==> src/rtl/mealy_ring_pkg.sv <==
// Shared constants and one-hot helpers for the ring sequencer.
// Vectors are handled at MAX_STATES width; callers slice down to NUM_STATES.
package mealy_ring_pkg;

    localparam int   MAX_STATES = 64;
    localparam logic DIR_CW     = 1'b0;
    localparam logic DIR_CCW    = 1'b1;

    typedef logic [MAX_STATES-1:0] ring_vec_t;

    // An out-of-range index gives all-zero, so callers can detect it and substitute.
    function automatic ring_vec_t onehot(input int unsigned idx, input int unsigned n);
        ring_vec_t one;
        one = ring_vec_t'(1);
        return (idx < n) ? (one << idx) : '0;
    endfunction

    function automatic logic is_onehot(input ring_vec_t vec);
        return $onehot(vec);
    endfunction

endpackage

==> src/rtl/mealy_ring_next.sv <==
// Combinational next-state, wrap and illegal-state decode for the one-hot ring.
// Priority: illegal recovery, then load, then step, then hold.
module mealy_ring_next
    import mealy_ring_pkg::*;
#(
    parameter int NUM_STATES = 3,
    parameter int RESET_IDX  = 0,
    parameter int IDX_W      = 2
) (
    input  logic [NUM_STATES-1:0] i_state,
    input  logic                  i_step,
    input  logic                  i_dir,
    input  logic                  i_load,
    input  logic [IDX_W-1:0]      i_load_idx,
    output logic [NUM_STATES-1:0] o_n_state,
    output logic                  o_wrap,
    output logic                  o_illegal
);

    localparam ring_vec_t                 RST_FULL = onehot(RESET_IDX, NUM_STATES);
    localparam logic [NUM_STATES-1:0]     RST_OH   = RST_FULL[NUM_STATES-1:0];

    ring_vec_t             w_load_full;
    logic [NUM_STATES-1:0] w_load_oh;
    logic [NUM_STATES-1:0] w_rot_cw;
    logic [NUM_STATES-1:0] w_rot_ccw;
    logic                  w_illegal;

    assign w_load_full = onehot(32'(i_load_idx), NUM_STATES);
    assign w_load_oh   = (32'(i_load_idx) < NUM_STATES) ? w_load_full[NUM_STATES-1:0] : RST_OH;
    assign w_rot_cw    = {i_state[NUM_STATES-2:0], i_state[NUM_STATES-1]};
    assign w_rot_ccw   = {i_state[0], i_state[NUM_STATES-1:1]};
    assign w_illegal   = !is_onehot(ring_vec_t'(i_state));

    always_comb begin
        o_n_state = i_state;
        o_wrap    = 1'b0;
        o_illegal = w_illegal;
        if (w_illegal) begin
            o_n_state = RST_OH;
        end else if (i_load) begin
            o_n_state = w_load_oh;
        end else if (i_step) begin
            // A legal state is one-hot, so the end bit alone tells us we cross the seam.
            if (i_dir == DIR_CW) begin
                o_n_state = w_rot_cw;
                o_wrap    = i_state[NUM_STATES-1];
            end else begin
                o_n_state = w_rot_ccw;
                o_wrap    = i_state[0];
            end
        end
    end

endmodule

==> src/rtl/mealy_ring_fsm.sv <==
// One-hot ring sequencer with Mealy z/wrap outputs and a wrap-around lap counter.
// Optional sticky illegal-state flag err_out when MEALY_RING_ERR_EN is defined.
module mealy_ring_fsm
    import mealy_ring_pkg::*;
#(
    parameter  int NUM_STATES = 3,
    parameter  int LAP_W      = 4,
    parameter  int RESET_IDX  = 0,
    localparam int IDX_W      = ($clog2(NUM_STATES) < 1) ? 1 : $clog2(NUM_STATES)
) (
    input  logic                  clock,
    input  logic                  reset_n,
    input  logic                  step_in,
    input  logic                  dir_in,
    input  logic                  load_in,
    input  logic [IDX_W-1:0]      load_idx,
    output logic [NUM_STATES-1:0] state_out,
    output logic [NUM_STATES-1:0] z_out,
    output logic                  wrap_out,
    output logic [LAP_W-1:0]      lap_out
`ifdef MEALY_RING_ERR_EN
    ,
    output logic                  err_out
`endif
);

    localparam ring_vec_t             RST_FULL = onehot(RESET_IDX, NUM_STATES);
    localparam logic [NUM_STATES-1:0] RST_OH   = RST_FULL[NUM_STATES-1:0];

    logic [NUM_STATES-1:0] r_state;
    logic [LAP_W-1:0]      r_lap;
    logic [NUM_STATES-1:0] w_n_state;
    logic                  w_wrap;
    logic                  w_illegal;

    mealy_ring_next #(
        .NUM_STATES (NUM_STATES),
        .RESET_IDX  (RESET_IDX),
        .IDX_W      (IDX_W)
    ) u_next (
        .i_state    (r_state),
        .i_step     (step_in),
        .i_dir      (dir_in),
        .i_load     (load_in),
        .i_load_idx (load_idx),
        .o_n_state  (w_n_state),
        .o_wrap     (w_wrap),
        .o_illegal  (w_illegal)
    );

`ifdef MEALY_RING_ERR_EN
    logic r_err;

    // Recovery beats a coincident load, so the flag is set rather than cleared then.
    always_ff @(posedge clock or negedge reset_n) begin
        if (!reset_n) begin
            r_err <= 1'b0;
        end else if (w_illegal) begin
            r_err <= 1'b1;
        end else if (load_in) begin
            r_err <= 1'b0;
        end
    end

    assign err_out = r_err;
`endif

    always_ff @(posedge clock or negedge reset_n) begin
        if (!reset_n) begin
            r_state <= RST_OH;
            r_lap   <= '0;
        end else begin
            r_state <= w_n_state;
            if (w_wrap) begin
                r_lap <= r_lap + 1'b1;
            end
        end
    end

    assign state_out = r_state;
    assign lap_out   = r_lap;
    assign wrap_out  = w_wrap;
    assign z_out     = w_illegal ? '0 : (r_state | w_n_state);

endmodule

==> config.mk <==
export PLATFORM = sky130hd
export DESIGN_NAME = mealy_ring_fsm
export DESIGN_NICKNAME = d
export VERILOG_FILES = /design/src/rtl/mealy_ring_pkg.sv /design/src/rtl/mealy_ring_next.sv /design/src/rtl/mealy_ring_fsm.sv
export SDC_FILE = /design/constraint.sdc
export NUM_CORES = 1
export LEC_CHECK = 0
export CAP_MARGIN = 15
export CELL_PAD_IN_SITES_DETAIL_PLACEMENT = 0
export CELL_PAD_IN_SITES_GLOBAL_PLACEMENT = 1
export CORE_MARGIN = 3
export CORE_UTILIZATION = 31
export CTS_CLUSTER_DIAMETER = 40
export DETAILED_ROUTE_END_ITERATION = 7
export PLACE_DENSITY_LB_ADDON = 0.1
export SYNTH_ARGS = -nofsm -noshare
export SYNTH_HDL_FRONTEND = slang
export SYNTH_HIERARCHICAL = 1
export SYNTH_SLANG_ARGS = --single-unit
==> constraint.sdc <==
create_clock -name clock -period 4.8 [get_ports clock]
set_input_delay 1.44 -clock clock [delete_from_list [all_inputs] [get_ports clock]]
set_output_delay 1.44 -clock clock [all_outputs]
set_load 0.02 [all_outputs]
Fig. 1: run 1, cell placement
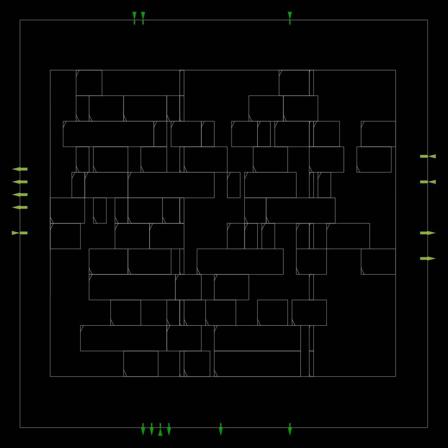
sequential cells: 7
fraction of area in registers: 26.4%
filler instances: 123
Std-Cell Core Area: 1200 um^2

Fig. 2: run 1, cell classes on the final placement
Scale: 12 px per um.
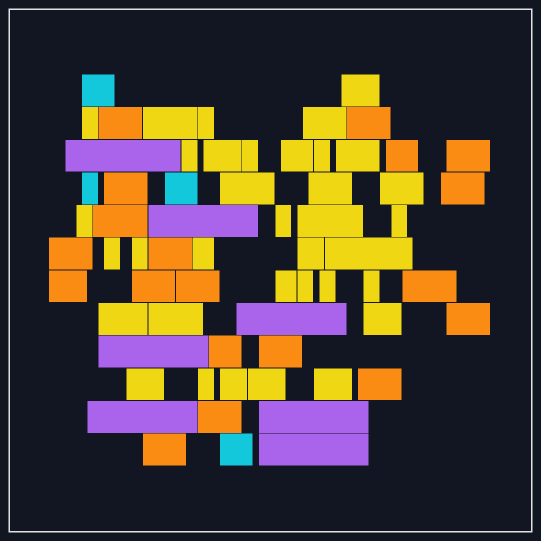
legend:
  yellow:
    class: remaining logic cells
    cells: 35
    share_of_their_area: 40%
  orange:
    class: remaining buffers and delay cells
    cells: 19
    share_of_their_area: 29%
  purple:
    class: registers
    cells: 7
    share_of_their_area: 27%
  cyan:
    class: clock drivers and dummy loads
    cells: 4
    share_of_their_area: 4.0%

Fig. 3: run 1, cell sizes after repair
Scale: 8 px per um.
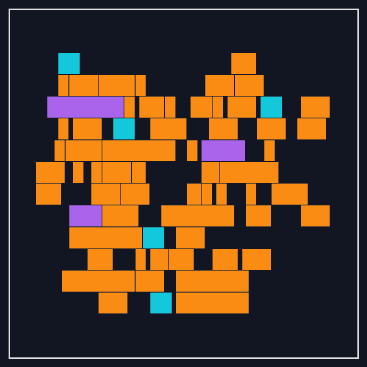
legend:
  purple:
    size: x2
    cells: 3
    share: 4.6%
  cyan:
    size: x3 and x4
    cells: 5
    share: 7.7%
    most_used: clkbuf_4
  orange:
    size: x1 and smaller
    cells: 57
    share: 88%
    most_used: clkdlybuf4s50_1
cell area after layout: 668 um^2
worst setup margin: 0.193 ns
Plain + repair buffers: 19

Fig. 4: run 1, register map, names as in the netlist
Scale: 8 px per um. Other cells in grey.
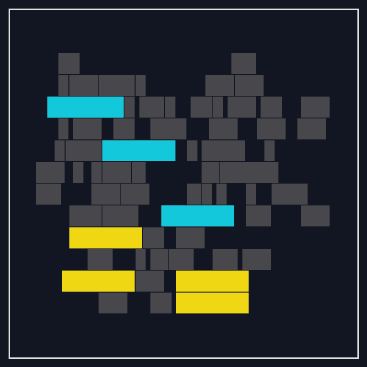
legend:
  yellow:
    netlist_name: `lap_out`
    placed_flops: 4
    where: south
  cyan:
    netlist_name: `state_out`
    placed_flops: 3
Layout Utilization: 55.6%
Seq group: 128 uW
Register Area: 176 um^2

-- run 1: through the flow --
stage / instances / util [%] / hold slack, ns / power (uW) / setup slack, ns
final: 79 / 55.6 / 0.481 / 501 / 0.193
after global routing: 79 / 55.6 / 0.521 / 540 / 0.114
after CTS: 79 / 54.7 / 0.481 / 507 / 0.0282
after detailed placement: 75 / 52.6 / 0.474 / 455 / 0.0232
after global placement: 75 / 52.6 / 0.458 / 445 / 0.0243
after floorplan: 43 / - / 0.582 / 301 / 0.540
-- run 1: per-layer routing --
metal / vias up / track usage, %
met5: - / 0
met4: 0 / 10.8
met3: 2 / 4.15
met2: 13 / 19.8
met1: 176 / 12.7
li1: 192 / -
-- run 1: layout make-up --
type | instances | area [um^2] | area share [%]
sequential | 7 | 176 | 26.4
tap | 14 | 17.5 | 2.62
timing repair buffer | 19 | 189 | 28.3
multi-input combinational | 33 | 251 | 37.6
inverter | 2 | 7.51 | 1.12
clock buffer | 4 | 26.3 | 3.93
-- run 1: cells in the final DEF, fill, tap and decap left out --
cell             netlist  routed
a211o_1                3       3
a211oi_1               1       1
a21oi_1                2       2
buf_4                  0       2
clkbuf_1               0       1
clkbuf_4               0       3
clkdlybuf4s50_1        0      14
dfrtp_1                6       6
dfstp_2                1       1
dlygate4sd2_1          0       1
dlymetal6s2s_1         0       2
fa_1                   1       1
ha_1                   3       3
inv_1                  2       2
mux2_2                 1       1
mux2i_1                4       4
nand2_1                3       3
nand2b_1               1       1
nand4_1                1       1
nor2_1                 9       9
nor4b_2                0       1
xnor2_1                2       2
xor2_1                 1       1
-- run 1: synth_stat cells (all sizes together) --
cell | count | area [um^2]
a211o | 3 | 26.3
a211oi | 1 | 7.51
a21oi | 2 | 10.0
clkbuf | 1 | 5.00
dfrtp | 6 | 150
dfstp | 1 | 26.3
fa | 1 | 20.0
ha | 3 | 37.5
inv | 2 | 7.51
mux2 | 1 | 11.3
mux2i | 4 | 40.0
nand2 | 3 | 11.3
nand2b | 1 | 6.26
nand4 | 1 | 6.26
nor2 | 9 | 33.8
nor4b | 1 | 8.76
xnor2 | 2 | 17.5
xor2 | 1 | 8.76
-- run 1: timing repair --
item | CTS | global route
resized | 1 | 3
endpoints found under the setup margin | 1 | 3
gates cloned | 0 | 0
endpoints found under the hold margin | 0 | 0
-- run 1: flip-flops by register name, summed over array words and instances, names as in the netlist --
signal	flops
state_out	3
lap_out	4
-- run 1: worst max path at each step --
| stage | start | endpoint | slack [ns] | cells after the start |
|---|---|---|---|---|
| 4_1_cts | dir_in | wrap_out | 0.03 | 5 |
| 3_3_place_gp | dir_in | z_out[0] | 0.02 | 8 |
| 3_5_place_dp | dir_in | z_out[0] | 0.02 | 8 |
| 2_1_floorplan | dir_in | wrap_out | 0.54 | 3 |
| 6_report | dir_in | wrap_out | 0.19 | 5 |
| 5_1_grt | dir_in | wrap_out | 0.11 | 5 |
-- run 1: worst reg2reg max path: stages, from the launching register on --
cell and delay [ns]:
dfrtp_1 0.45, fa_1 0.54, nand2b_1 0.17, nor4b_2 0.37
buf_4 0.19, mux2_2 0.32
==> flow_summary.json, run 1 <==
{
  "antenna_found_initial": 0,
  "drtAntennaViolNets": 0,
  "cts_made_buffers": 3,
  "clockPowerShare_pct": 10.8,
  "met1Wirelength_um": 498,
  "grt_pass1_wl_mm": 1.66,
  "switching_power_uw": 236,
  "area_growth_pct": 53.9,
  "p_sw_share_pct": 47.1,
  "crit_chain": "clkdlybuf4s50_1 > buf_4 > mux2i_1 > nor4b_2 > clkdlybuf4s50_1",
  "cts_sinks": 7,
  "post-cts-setup-buffer-count": 0,
  "setup_viol": 0,
  "cts_tree": "done",
  "grt_max_degree": 8,
  "startpoint_type": "primary input",
  "synthSimpleGateAreaFrac_pct": 15.3,
  "power.density_nw_per_um2": 750,
  "status": "finished clean",
  "criticalPathCategory": "in -> out",
  "synth-seq-area-share_pct": 40.6,
  "num_rows": 12,
  "drc": 0,
  "chipArea_um2": 1890,
  "yosysWarningCount": 6,
  "power.internal_uw": 265,
  "skew_ns": 0.00363
}
==> run 2: changes to the inputs <==
- CORE_UTILIZATION: 31 -> 30
==> run 2 against run 1 <==
Register-to-register slack improved by 0.07 ns; core utilization decreased by 5.2 points; non-clock buffer count increased by 2; critical path type unchanged; largest power group unchanged; highest routed layer is now met3.
==> flow_summary.json, run 2 <==
{
  "cts_made_buffers": 3,
  "power.density_nw_per_um2": 723,
  "nFillCells": 133,
  "postSynth.asyncResetShare_pct": 100,
  "grt_max_degree": 8,
  "cts_tree": "done",
  "worst_pin_slew_ns": 0.311,
  "crit_chain": "clkdlybuf4s50_1 > buf_4 > mux2i_1 > a211oi_1 > a211o_1 > nor2_1 > nor2_1 > dlygate4sd2_1",
  "placed_cells": 78,
  "criticalPathCategory": "in -> out",
  "chipArea_um2": 1940,
  "antenna_cells": 0,
  "drc": 0,
  "switching_power_uw": 226,
  "grt_pass1_wl_mm": 1.61,
  "synthSimpleGateAreaFrac_pct": 15.3,
  "synthTopCellsByCount": "9 x nor2_1, 6 x dfrtp_1, 4 x mux2i_1",
  "startpoint_type": "primary input",
  "final_common_cell": "clkdlybuf4s50_1",
  "largest_register_ffs": 4,
  "fa_ha_area_share_pct": 13.3,
  "setup_viol": 0,
  "synth-seq-area-share_pct": 40.6,
  "top_cell_area_share_pct": 34.6,
  "slew_headroom_pct": 79.2,
  "edf_count": 0,
  "place_congestion": 0.692,
  "cts_sinks": 7,
  "mostFrequentLayoutCells": "13 x clkdlybuf4s50_1, 9 x nor2_1, 6 x dfrtp_1",
  "yosysMostFrequentCell": "nor2_1",
  "num_rows": 13,
  "overflow": 0,
  "power.internal_uw": 261,
  "core_um2": 1330,
  "status": "finished clean",
  "yosysWarningCount": 6,
  "fin_util_pct": 50.5,
  "cp-end-kind": "output pin",
  "clockPowerShare_pct": 10.8,
  "layout.cells.non_filler": 82,
  "timing.critical_path.mode_cell": "nor2_1",
  "finalPower_uw": 487,
  "hold_viol_final": 0,
  "skew_ns": 0.00193,
  "top_cells_by_area": "dfrtp_1 35%, mux2i_1 9.2%, ha_1 8.6%",
  "regToRegSetupSlack_ns": 2.70,
  "drtAntennaViolNets": 0,
  "drive_above_1_share_pct": 13.4,
  "synthFlopType": "dfrtp_1",
  "antenna_found_initial": 0
}
## run 2: cell count changes in the layout (fill, tap and decap cells not counted), sizes merged
cell / previous run / this run
buf: 2 / 4
clkdlybuf4s50: 14 / 13
dlygate4sd2: 1 / 3
dlymetal6s2s: 2 / 1
## run 2: metrics by stage
stage / setup slack [ns] / hold WS (ns)
floorplan: 0.540 / 0.582
global placement: -0.0405 / 0.468
detailed placement: -0.0293 / 0.465
CTS: 0.0460 / 0.479
global route: 0.0687 / 0.509
finish: 0.216 / 0.473
## run 2: cell type report
type / instances / area [um^2] / area share, %
tap: 15 / 18.8 / 2.79
sequential: 7 / 176 / 26.2
clock buffer: 4 / 26.3 / 3.90
timing repair buffer: 21 / 199 / 29.6
inverter: 2 / 7.51 / 1.12
multi-input combinational: 33 / 245 / 36.4
## run 2: worst max path at each step
| stage | startpoint | endpoint | slack (ns) | depth (start not counted) |
|---|---|---|---|---|
| global placement | dir_in | z_out[1] | -0.04 | 7 |
| global route | dir_in | z_out[0] | 0.07 | 8 |
| CTS | dir_in | wrap_out | 0.05 | 6 |
| detailed placement | dir_in | z_out[1] | -0.03 | 7 |
| floorplan | dir_in | wrap_out | 0.54 | 3 |
| finish | dir_in | z_out[0] | 0.22 | 8 |
## run 2: kinds of logic after synthesis
group | after synthesis
and+or+nand+nor | 15
DFF | 7
AOI/OAI and AO/OA | 6
muxes | 5
adders and majority gates | 4
xor gates and xnor gates | 3
buffers and inverters | 3
## run 2: per-layer routing
metal  global-route usage [%]  wire length, um
met1                     15.6              451
met2                     16.0              427
met3                     2.03               56
met4                     5.42                0
met5                        0                0
## run 2: repair_timing
action	in CTS	in global routing
endpoints found under the setup margin	3	1
gates resized	3	1
endpoints found under the hold margin	0	0
setup buffers	0	0
## run 2: power groups by stage
stage          sequential [uW]  clock (uW)  combinational [uW]
2_1_floorplan              155           0                 146
3_3_place_gp               130           0                 332
3_5_place_dp               129           0                 331
4_1_cts                    129        55.2                 310
5_1_grt                    134        57.5                 342
6_report                   128        52.7                 306
Fig. 5: run 2, cell sizes after repair
Scale: 8 px per um.
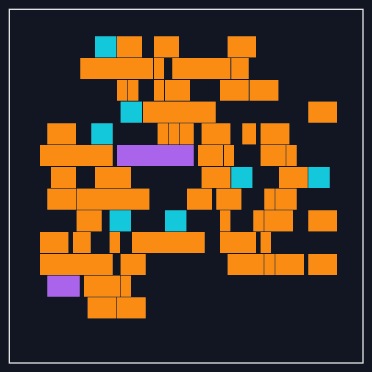
cell area after layout: 673 um^2
worst setup margin: 0.216 ns
Plain + repair buffers: 21
layout overhead on the synthesized area: 55.0%

==> run 3: changes to the inputs <==
- RECOVER_POWER: not set -> 100
==> run 3 against run 2 <==
Combinational power is 5% lower; critical endpoint unchanged; wire length shrank 0.43%; critical path type unchanged; hold slack got worse by 0.0052 ns; area after synthesis unchanged.
==> flow_summary.json, run 3 <==
{
  "largest_register_ffs": 4,
  "yosysWarningCount": 6,
  "synthFlopType": "dfrtp_1",
  "top_cells_by_area": "dfrtp_1 35%, mux2i_1 9.2%, ha_1 8.6%",
  "top_cell_area_share_pct": 34.6,
  "hold_viol_final": 0,
  "nFillCells": 135,
  "fin_ws_ns": 0.188,
  "yosysMostFrequentCell": "nor2_1",
  "drc": 0,
  "overflow": 0,
  "cts_sinks": 7,
  "mostFrequentLayoutCells": "9 x nor2_1, 8 x dlygate4sd3_1, 6 x dfrtp_1",
  "cp-endpoint": "z_out[0]",
  "status": "finished clean",
  "synth-seq-area-share_pct": 40.6,
  "drive_above_1_share_pct": 11.9,
  "crit_start": "dir_in",
  "layout.cells.non_filler": 82,
  "setup_viol": 0,
  "grt_pass1_wl_mm": 1.61,
  "comb_area_um2": 245,
  "antenna_found_initial": 0,
  "cts_tree": "done",
  "num_rows": 13,
  "seqCellArea_um2": 176,
  "placed_cells": 78,
  "area_growth_pct": 52.2,
  "edf_count": 0,
  "skew_ns": 0.00199,
  "dpl_worst_slack_ns": -0.0293,
  "grt_max_degree": 8,
  "power.density_nw_per_um2": 712,
  "final_common_cell": "nor2_1",
  "criticalPathCategory": "in -> out",
  "synthTopCellsByCount": "9 x nor2_1, 6 x dfrtp_1, 4 x mux2i_1",
  "drtAntennaViolNets": 0,
  "cts_resized": 3
}
==> run 3: cell counts after synthesis <==
Identical to the previous run, type by type.
==> run 3: how the worst min path moves through the flow <==
stage               start    endpoint  slack, ns  cells past startpoint
2_1_floorplan  lap_out[3]  lap_out[3]       0.58                      1
3_3_place_gp   lap_out[3]  lap_out[3]       0.47                      1
3_5_place_dp   lap_out[3]  lap_out[3]       0.47                      1
4_1_cts        lap_out[3]  lap_out[3]       0.48                      1
5_1_grt        lap_out[3]  lap_out[3]       0.50                      1
6_report       lap_out[3]  lap_out[3]       0.47                      1
==> run 3: logic make-up (layout without fill, tap and decap cells) <==
| logic type | after synthesis | in the layout | synth area share, % |
|---|---|---|---|
| simple gates | 15 | 15 | 15.3 |
| compound gates | 6 | 6 | 10.1 |
| flops | 7 | 7 | 40.6 |
| buf+inv | 3 | 27 | 2.88 |
| mux | 5 | 5 | 11.8 |
| xor+xnor | 3 | 3 | 6.05 |
| fa+ha+maj | 4 | 4 | 13.3 |
==> run 3: critical path, cell delays in order <==
cell	delay [ns]
clkdlybuf4s50_1	0.57
clkbuf_4	0.17
mux2i_1	0.17
a211oi_1	0.09
a211o_1	0.26
nor2_1	0.11
nor2_1	0.04
dlygate4sd2_1	0.32
==> run 3: final cells by class <==
type,instances,area share (%)
multi-input combinational,33,37.1
inverter,2,1.14
sequential,7,26.7
clock buffer,4,3.98
tap,15,2.84
timing repair buffer,21,28.2
==> run 3: through the flow <==
step / total power (uW) / hold WS (ns)
2_1_floorplan: 301 / 0.582
3_3_place_gp: 462 / 0.468
3_5_place_dp: 460 / 0.465
4_1_cts: 493 / 0.479
5_1_grt: 519 / 0.504
6_report: 470 / 0.468
==> run 3: power breakdown <==
| group | leakage (uW) | switching, uW | internal [uW] | total, uW |
|---|---|---|---|---|
| Combinational | 0.000217 | 165 | 126 | 291 |
| Clock | 0.0000150 | 21.1 | 31.7 | 52.8 |
| Sequential | 0.0000881 | 36.9 | 89.4 | 126 |
==> run 3: layer usage <==
metal	GRT usage (%)	vias to the layer above	wire length (um)
met4	5.42	0	0
met1	15.6	164	436
met3	2.03	0	56
met5	0	-	0
met2	16.0	9	437
li1	-	194	-
Fig. 6: run 3, register map, names as in the netlist
Scale: 8 px per um. Other cells in grey.
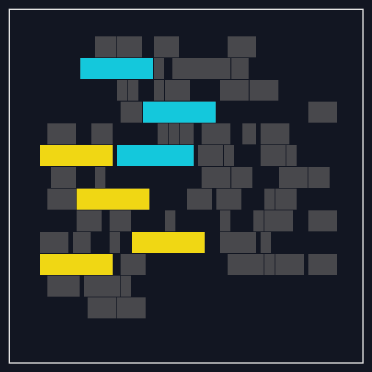
legend:
  cyan:
    netlist_name: `state_out`
    placed_flops: 3
  yellow:
    netlist_name: `lap_out`
    placed_flops: 4
    where: west
Seq group: 126 uW
fraction of area in registers: 26.7%
Layout Utilization: 49.5%

Power is estimated from default activity; no workload was simulated.
